## src/rtl/scan_host_reader_if.sv

```systemverilog
// Host-side bus to the readout module: scan control plus hit-memory read port.
interface scan_host_reader_if;
  logic        START;
  logic        SEL;
  logic [7:0]  HADDR;
  logic        BUSY;
  logic [23:0] HDATA;
  logic [8:0]  HNHIT;

  modport master (output START, SEL, HADDR, input BUSY, HDATA, HNHIT);
  modport slave  (input START, SEL, HADDR, output BUSY, HDATA, HNHIT);
endinterface

```

## src/rtl/scan_host_reader.sv

```systemverilog
// Host initiator: starts a readout scan, then streams a header (hit count) and each hit word.
// Best case one word per RD_LAT+1 cycles; stream words hold stable until out_ready.
module scan_host_reader #(
  parameter int RD_LAT  = 1,
  parameter int BUSY_TO = 16,
  parameter int SCAN_TO = 4096
) (
  input  logic               clk,
  input  logic               rst_n,
  input  logic               trig,
  scan_host_reader_if.master host,
  output logic [23:0]        out_data,
  output logic               out_valid,
  output logic               out_sof,
  input  logic               out_ready,
  output logic               active,
  output logic               err_to,
  output logic [7:0]         drop_cnt
);
  localparam int CNT_MAX = (SCAN_TO > BUSY_TO) ? SCAN_TO : BUSY_TO;
  localparam int CW      = $clog2(CNT_MAX + 1);

  localparam logic [CW-1:0] LAT_LAST   = CW'(RD_LAT - 1);
  localparam logic [CW-1:0] LAT_SETTLE = CW'(RD_LAT);
  localparam logic [CW-1:0] BUSY_LAST  = CW'(BUSY_TO - 1);
  localparam logic [CW-1:0] SCAN_LAST  = CW'(SCAN_TO - 1);

  typedef enum logic [3:0] {
    S_IDLE, S_STRT, S_WAIT_HI, S_WAIT_LO, S_RD_N, S_HDR, S_RD, S_PUSH, S_END
  } state_t;

  state_t        state, state_nxt;
  logic [CW-1:0] cnt;
  logic [8:0]    nhit, idx, idx_inc;
  logic [23:0]   word;
  logic [7:0]    haddr;
  logic          lat_done, busy_seen, busy_to, scan_to, last_word;

  // cnt is the dwell time in the current state; it restarts on every transition
  assign lat_done  = (cnt == LAT_LAST);
  assign busy_seen = (cnt >= LAT_SETTLE) && host.BUSY;
  assign busy_to   = (cnt == BUSY_LAST);
  assign scan_to   = (cnt == SCAN_LAST);
  assign idx_inc   = idx + 9'd1;
  assign last_word = (idx_inc == nhit);

  always_ff @(posedge clk) begin
    if (!rst_n) begin
      state <= S_IDLE;
      cnt   <= '0;
    end else begin
      state <= state_nxt;
      cnt   <= (state_nxt != state) ? '0 : cnt + 1'b1;
    end
  end

  always_comb begin
    state_nxt = state;
    case (state)
      S_IDLE:    if (trig) state_nxt = S_STRT;
      S_STRT:    state_nxt = S_WAIT_HI;
      S_WAIT_HI: if (busy_seen || busy_to) state_nxt = S_WAIT_LO;
      S_WAIT_LO: begin
        if (!host.BUSY)   state_nxt = S_RD_N;
        else if (scan_to) state_nxt = S_HDR;
      end
      S_RD_N:    if (lat_done) state_nxt = S_HDR;
      S_HDR:     if (out_ready) state_nxt = (nhit == 9'd0) ? S_END : S_RD;
      S_RD:      if (lat_done) state_nxt = S_PUSH;
      S_PUSH:    if (out_ready) state_nxt = last_word ? S_END : S_RD;
      S_END:     state_nxt = S_IDLE;
      default:   state_nxt = S_IDLE;
    endcase
  end

  always_comb begin
    host.START = 1'b0;
    host.SEL   = 1'b0;
    active     = 1'b0;
    out_valid  = 1'b0;
    out_sof    = 1'b0;
    out_data   = 24'h0;
    case (state)
      S_IDLE: ;
      S_END:  active = 1'b1;
      default: begin
        active   = 1'b1;
        host.SEL = 1'b1;
        if (state == S_STRT) host.START = 1'b1;
        if (state == S_HDR) begin
          out_valid = 1'b1;
          out_sof   = 1'b1;
          out_data  = {15'h0, nhit};
        end
        if (state == S_PUSH) begin
          out_valid = 1'b1;
          out_data  = word;
        end
      end
    endcase
  end

  assign host.HADDR = haddr;

  always_ff @(posedge clk) begin
    if (!rst_n) begin
      nhit     <= '0;
      idx      <= '0;
      word     <= '0;
      haddr    <= '0;
      err_to   <= 1'b0;
      drop_cnt <= '0;
    end else begin
      if (trig && state == S_IDLE) err_to <= 1'b0;
      if (trig && state != S_IDLE && drop_cnt != 8'hFF) drop_cnt <= drop_cnt + 8'd1;
      case (state)
        S_WAIT_LO: if (host.BUSY && scan_to) begin
          err_to <= 1'b1;
          nhit   <= '0;
        end
        // counts above 256 are illegal from the readout side; clamp to a full memory
        S_RD_N: if (lat_done) nhit <= (host.HNHIT > 9'd256) ? 9'd256 : host.HNHIT;
        S_HDR: if (out_ready && nhit != 9'd0) begin
          idx   <= '0;
          haddr <= '0;
        end
        S_RD: if (lat_done) word <= host.HDATA;
        S_PUSH: if (out_ready) begin
          idx <= idx_inc;
          if (!last_word) haddr <= idx[7:0] + 8'd1;
        end
        default: ;
      endcase
    end
  end
endmodule

```

## src/flat_wrapper.sv

```systemverilog
// flat-port wrapper written by rule: the top's interface ports become plain ports
module scan_host_reader_flat 
#(
  parameter int RD_LAT  = 1,
  parameter int BUSY_TO = 16,
  parameter int SCAN_TO = 4096
)
  (clk, rst_n, trig, out_data, out_valid, out_sof, out_ready, active, err_to, drop_cnt, host_START, host_SEL, host_HADDR, host_BUSY, host_HDATA, host_HNHIT);
  scan_host_reader_if host_i ();
  input  logic clk;
  input  logic rst_n;
  input  logic trig;
  output logic [23:0] out_data;
  output logic out_valid;
  output logic out_sof;
  input  logic out_ready;
  output logic active;
  output logic err_to;
  output logic [7:0] drop_cnt;
  output wire logic [$bits(host_i.START)-1:0] host_START;
  output wire logic [$bits(host_i.SEL)-1:0] host_SEL;
  output wire logic [$bits(host_i.HADDR)-1:0] host_HADDR;
  input wire logic [$bits(host_i.BUSY)-1:0] host_BUSY;
  input wire logic [$bits(host_i.HDATA)-1:0] host_HDATA;
  input wire logic [$bits(host_i.HNHIT)-1:0] host_HNHIT;
  assign host_START = host_i.START;
  assign host_SEL = host_i.SEL;
  assign host_HADDR = host_i.HADDR;
  assign host_i.BUSY = host_BUSY;
  assign host_i.HDATA = host_HDATA;
  assign host_i.HNHIT = host_HNHIT;
  scan_host_reader #(.RD_LAT(RD_LAT), .BUSY_TO(BUSY_TO), .SCAN_TO(SCAN_TO)) u_core (.clk(clk), .rst_n(rst_n), .trig(trig), .host(host_i), .out_data(out_data), .out_valid(out_valid), .out_sof(out_sof), .out_ready(out_ready), .active(active), .err_to(err_to), .drop_cnt(drop_cnt));
endmodule
```

## config.mk

```make
export PLATFORM = sky130hd
export DESIGN_NAME = scan_host_reader_flat
export DESIGN_NICKNAME = d
export VERILOG_FILES = /design/src/rtl/scan_host_reader_if.sv /design/src/rtl/scan_host_reader.sv /design/src/flat_wrapper.sv
export SDC_FILE = /design/constraint.sdc
export NUM_CORES = 1
export LEC_CHECK = 0
export ABC_AREA = 1
export ABC_CLOCK_PERIOD_IN_PS = 1660
export CAP_MARGIN = 20
export CORE_ASPECT_RATIO = 0.5
export CORE_UTILIZATION = 35
export CTS_BUF_LIST = sky130_fd_sc_hd__clkbuf_8
export DETAILED_ROUTE_END_ITERATION = 8
export HOLD_SLACK_MARGIN = 0.05
export PLACE_DENSITY = 0.69
export SYNTH_ARGS = -nofsm -noshare
export SYNTH_HDL_FRONTEND = slang
export SYNTH_SLANG_ARGS = --single-unit
```

## constraint.sdc

```tcl
create_clock -name clk -period 1.66 [get_ports clk]
set_clock_uncertainty 0.1 [all_clocks]
set_input_delay 0.249 -clock clk [delete_from_list [all_inputs] [get_ports clk]]
set_output_delay 0.249 -clock clk [all_outputs]
set_load 0.05 [all_outputs]
```

**Gate-type map**

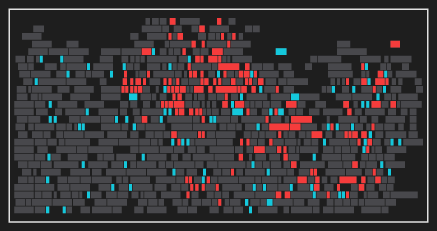
red -> nand cells  # cells 145
cyan -> inv cells  # cells 86
final non-filler cell total: 902
combinational share of cell area: 37.4%
most numerous logic cell after layout: buf_4

**PDN straps and rails**

Pins as bars on the die edge.
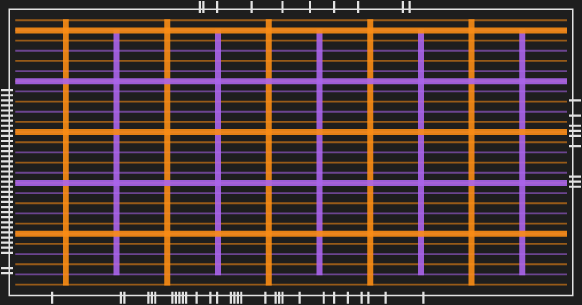
purple -> VDD
orange -> VSS
met4 straps = 10
rows = 26
signal pins = 84
met1 rails = 27
met5 straps = 5
die width: 150 um
core area: 10400 sq um
Die Ht: 76.2 um

**The metal 1 layer**

Supply wires on this layer in gray.
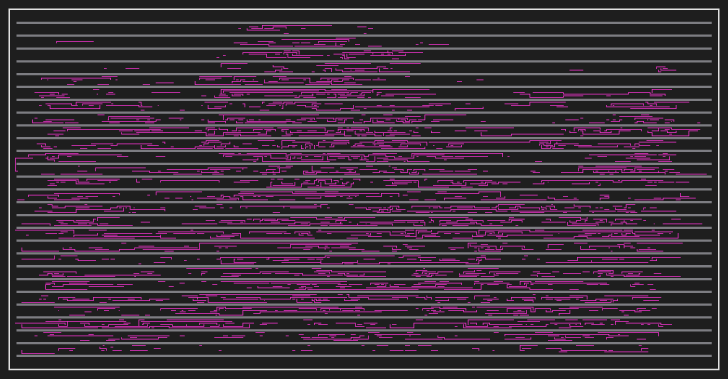
main direction = horizontal
longest straight run = 33.6 um
Detailed Route WL: 13.5 mm
Via Count: 4477

[power by group through the flow]
stage	Sequential, W	Clock (W)	Combinational, W
final	0.00189	0.00164	0.000984
after global routing	0.00189	0.00176	0.00105
after CTS	0.00188	0.00166	0.000804
after detailed placement	0.00193	0	0.000706
after global placement	0.00193	0	0.000702
after floorplan	0.00195	0	0.000328
[final timing paths]
check | startpoint | endpoint | slack [ns]
hold reg to reg | u_core.drop_cnt[3]$_SDFFE_PN0P_ | u_core.drop_cnt[3]$_SDFFE_PN0P_ | 0.36
setup reg to reg | u_core.idx[0]$_SDFFE_PN0P_ | u_core.host.HADDR[7]$_SDFFE_PN0P_ | -0.32
setup / recovery | u_core.idx[0]$_SDFFE_PN0P_ | u_core.host.HADDR[7]$_SDFFE_PN0P_ | -0.32
hold / removal | u_core.drop_cnt[3]$_SDFFE_PN0P_ | u_core.drop_cnt[3]$_SDFFE_PN0P_ | 0.36
[timing repair]
item / CTS / global route
resized: 62 / 140
setup endpoints to repair: 87 / 103
cloned: 3 / 4
pin swaps: 17 / 26
endpoints found under the hold margin: 0 / 0
setup buffers: 17 / 15
[cells by family after synthesis]
logic type	count (synthesis)
fa+ha+maj	5
buf+inv	105
compound gates	104
flops	76
xor+xnor	12
simple gates	248
[cell type report]
type | count | area share [%]
clock buffer | 9 | 1.66
clock inverter | 7 | 1.31
inverter | 86 | 4.74
multi-input combinational | 370 | 37.4
sequential | 76 | 20.9
tap | 140 | 2.35
timing repair buffer | 214 | 31.6
[flip-flops by register name, indices dropped and copies added, names as in the netlist]
| name | cells |
|---|---|
| u_core.word | 24 |
| u_core.cnt | 13 |
| u_core.idx | 9 |
| u_core.nhit | 9 |
| u_core.drop_cnt | 8 |
| u_core.host.HADDR | 8 |
| u_core.state | 4 |
| u_core.err_to | 1 |
==> out/summary.txt <==
Status: complete, but fails checks
Failing checks: setup timing
Clock transition at path regs: 0.09 ns
Worst EP arrival: 2.19 ns
Internal power: 0.00318 W
DRT antenna net count: 0
Routed length per instance: 15.0 um
Synthesized registers: 76
Fin. max-slew vios: 0
WL met2: 6.76 mm
Die ar.: 11500 sq um
Most frequent cells in the layout: buf_4 (111), nand2_1 (78), inv_1 (68)
Crit path depth: 14
Clock Power Share: 36.3%
Setup-failing EPs final: 77
CTS H-Tree Depth: 3
GRT busiest layer: met2
Setup ws final: -0.323 ns
Yosys adder share: 1.62%
Pwr dens: 605 nW/um^2
Reported max-cap violation count: 0
Simple share: 29.1%
Sequential share of power: 41.9%
Dpl cell area: 6170 sq um
Largest fanout on the critical path: 8
Placed Cells incl. Taps: 849
Post-DP HPWL: 8.18 mm
Post-synth top cells: nand2_1 (96), nor2_1 (81), inv_1 (80)
Async SR Flop Fraction: 0%
Comb area: 2790 sq um
Top post-synthesis cells by area: dfxtp_1 (39%), nand2_1 (9.4%), nor2_1 (7.9%)
Power figures rest on the tool's default switching activity, not on a simulated workload.
